[src/rtl/fetch_queue.sv]
// fetch_queue: single-outstanding instruction fetch unit with a circular prefetch queue.
// Define FETCHQ_JAL_FOLLOW_EN to redirect the fetch pc on JAL instead of waiting for the ROB.
module fetch_queue #(
    parameter int              QUEUE_DEPTH = 8,
    parameter int              ADDR_W      = 32,
    parameter int              INSTR_W     = 32,
    parameter logic [ADDR_W-1:0] RESET_PC  = '0
) (
    input  logic                           clk,
    input  logic                           rst_n,
    input  logic                           rdy,
    output logic                           out_mem_ce,
    output logic [ADDR_W-1:0]              out_mem_pc,
    input  logic                           in_mem_ce,
    input  logic [INSTR_W-1:0]             in_mem_instr,
    output logic                           out_valid,
    output logic [INSTR_W-1:0]             out_instr,
    output logic [ADDR_W-1:0]              out_pc,
    input  logic                           in_issue_ready,
    input  logic                           in_rob_misbranch,
    input  logic [ADDR_W-1:0]              in_rob_newpc,
    output logic [$clog2(QUEUE_DEPTH):0]   out_queue_count
);
    localparam int PW = $clog2(QUEUE_DEPTH);

    typedef enum logic [1:0] {IDLE, WAIT_MEM, DISCARD} state_t;

    state_t              state, state_nx;
    logic [INSTR_W-1:0]  instr_q [QUEUE_DEPTH];
    logic [ADDR_W-1:0]   pc_q [QUEUE_DEPTH];
    logic [PW-1:0]       head, tail;
    logic [PW:0]         count;
    logic [ADDR_W-1:0]   pc, pc_step;
    logic                push, pop, issue, flush, full;

    assign full            = count == (PW+1)'(QUEUE_DEPTH);
    assign flush           = rdy && in_rob_misbranch;
    assign out_valid       = count != '0;
    assign out_instr       = instr_q[head];
    assign out_pc          = pc_q[head];
    assign out_queue_count = count;

`ifdef FETCHQ_JAL_FOLLOW_EN
    logic [20:0] jal_imm;
    assign jal_imm = {in_mem_instr[31], in_mem_instr[19:12], in_mem_instr[20], in_mem_instr[30:21], 1'b0};
    assign pc_step = (in_mem_instr[6:0] == 7'b1101111) ? pc + ADDR_W'($signed(jal_imm)) : pc + ADDR_W'(4);
`else
    assign pc_step = pc + ADDR_W'(4);
`endif

    always_comb begin
        state_nx = state;
        push     = 1'b0;
        pop      = 1'b0;
        issue    = 1'b0;
        if (flush) begin
            // a response still owed by memory must be swallowed after the flush
            state_nx = (state != IDLE && !in_mem_ce) ? DISCARD : IDLE;
        end else if (rdy) begin
            pop = out_valid && in_issue_ready;
            case (state)
                IDLE:     if (!full) begin issue = 1'b1; state_nx = WAIT_MEM; end
                WAIT_MEM: if (in_mem_ce) begin push = 1'b1; state_nx = IDLE; end
                DISCARD:  if (in_mem_ce) state_nx = IDLE;
                default:  state_nx = IDLE;
            endcase
        end
    end

    always_ff @(posedge clk) begin
        if (!rst_n) state <= IDLE;
        else        state <= state_nx;
    end

    always_ff @(posedge clk) begin
        if (!rst_n) begin
            pc         <= RESET_PC;
            head       <= '0;
            tail       <= '0;
            count      <= '0;
            out_mem_ce <= 1'b0;
            out_mem_pc <= '0;
        end else begin
            out_mem_ce <= issue;
            if (issue) out_mem_pc <= pc;
            if (flush) begin
                head  <= '0;
                tail  <= '0;
                count <= '0;
                pc    <= in_rob_newpc;
            end else begin
                if (push) begin
                    tail <= tail + PW'(1);
                    pc   <= pc_step;
                end
                if (pop) head <= head + PW'(1);
                count <= count + (PW+1)'(push) - (PW+1)'(pop);
            end
        end
    end

    always_ff @(posedge clk) begin
        if (!rst_n) begin
            for (int i = 0; i < QUEUE_DEPTH; i++) begin
                instr_q[i] <= '0;
                pc_q[i]    <= '0;
            end
        end else if (push) begin
            instr_q[tail] <= in_mem_instr;
            pc_q[tail]    <= pc;
        end
    end
endmodule
[config.mk]
export PLATFORM = sky130hd
export DESIGN_NAME = fetch_queue
export DESIGN_NICKNAME = d
export VERILOG_FILES = /design/src/rtl/fetch_queue.sv
export SDC_FILE = /design/constraint.sdc
export NUM_CORES = 1
export LEC_CHECK = 0
export CORE_ASPECT_RATIO = 0.9
export CORE_MARGIN = 1
export CORE_UTILIZATION = 45
export DETAILED_ROUTE_END_ITERATION = 7
export HOLD_SLACK_MARGIN = 0.08
export PLACE_DENSITY = 0.62
export SLEW_MARGIN = 25
export SYNTH_ARGS = -nofsm -noshare
export SYNTH_HDL_FRONTEND = slang
export SYNTH_SLANG_ARGS = --single-unit
[constraint.sdc]
create_clock -name clk -period 13.44 [get_ports clk]
set_input_delay 2.016 -clock clk [delete_from_list [all_inputs] [get_ports clk]]
set_output_delay 2.016 -clock clk [all_outputs]
set_load 0.005 [all_outputs]
### Congestion heat map

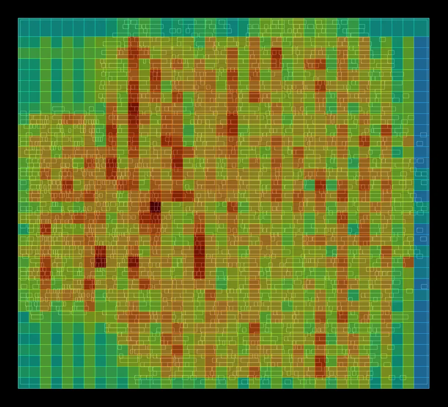
GRT Total Usage: 21.62%
GR Layer Usage met2: 34.98%
fin util: 52.72%
gr busiest metal: met2

### The metal 3 layer

Bar = 100 microns.
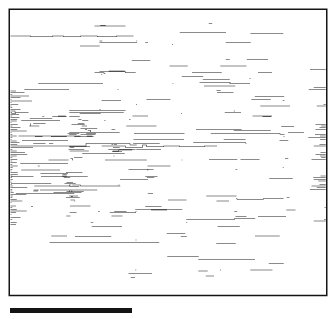
nets with wire on the layer = 210
longest straight run = 89.2 microns
main direction = horizontal

### Metal 2

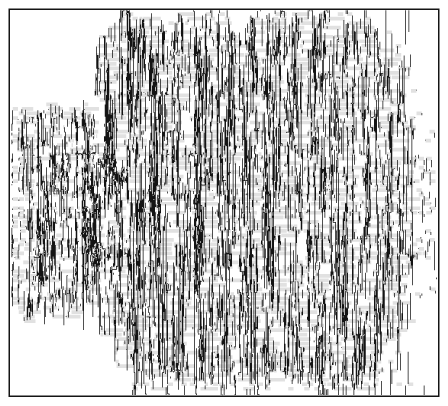
main direction = vertical
longest straight run = 83.6 microns

==> flow_metrics.env <==
# yosys + openroad results
export IMPL_fin_cells=2731
export IMPL_biggestCellCategory="registers"
export IMPL_endpoint_kind="output pin"
export IMPL_die_width_microns=258.0
export IMPL_yosys_area_sq_um=26530
export IMPL_num_antenna_cells=0
export IMPL_portBuffers=171
export IMPL_hold_buffers=0
export IMPL_fa_ha_area_share_pct=0.5470
export IMPL_lay_top_count="edfxtp_1"
export IMPL_vdd_ir_drop_max_v=0.0001009
export IMPL_rr_worst_depth=7
export IMPL_cts_made_buffers=60
export IMPL_yosysMostFrequentCell="edfxtp_1"
export IMPL_clock_buffers=70
export IMPL_wl_per_cell_microns=23.41
export IMPL_status="completed"
export IMPL_crit_path_end="out_instr[19]"
export IMPL_cts_tree="done"
export IMPL_synthTopCellsByCount="edfxtp_1 (512), and2_1 (501), mux4_2 (128)"
export IMPL_clk_power_mw=1.56
export IMPL_intPower_mw=3.010
export IMPL_rows=84
export IMPL_synth_edff_count=512
export IMPL_final_nets=1995
export IMPL_path_buffers=2
export IMPL_min_from="out_mem_pc[16]"
export IMPL_place_inst=2625
export IMPL_power_mw=3.845
export IMPL_crit_chain="buf_4, mux4_2, mux2_2, clkdlybuf4s50_1"
export IMPL_drt_first_pass_iters=5
export IMPL_power_sequential_total_mw=2.09
export IMPL_pwr_density_cell_nw_per_um2=125.0
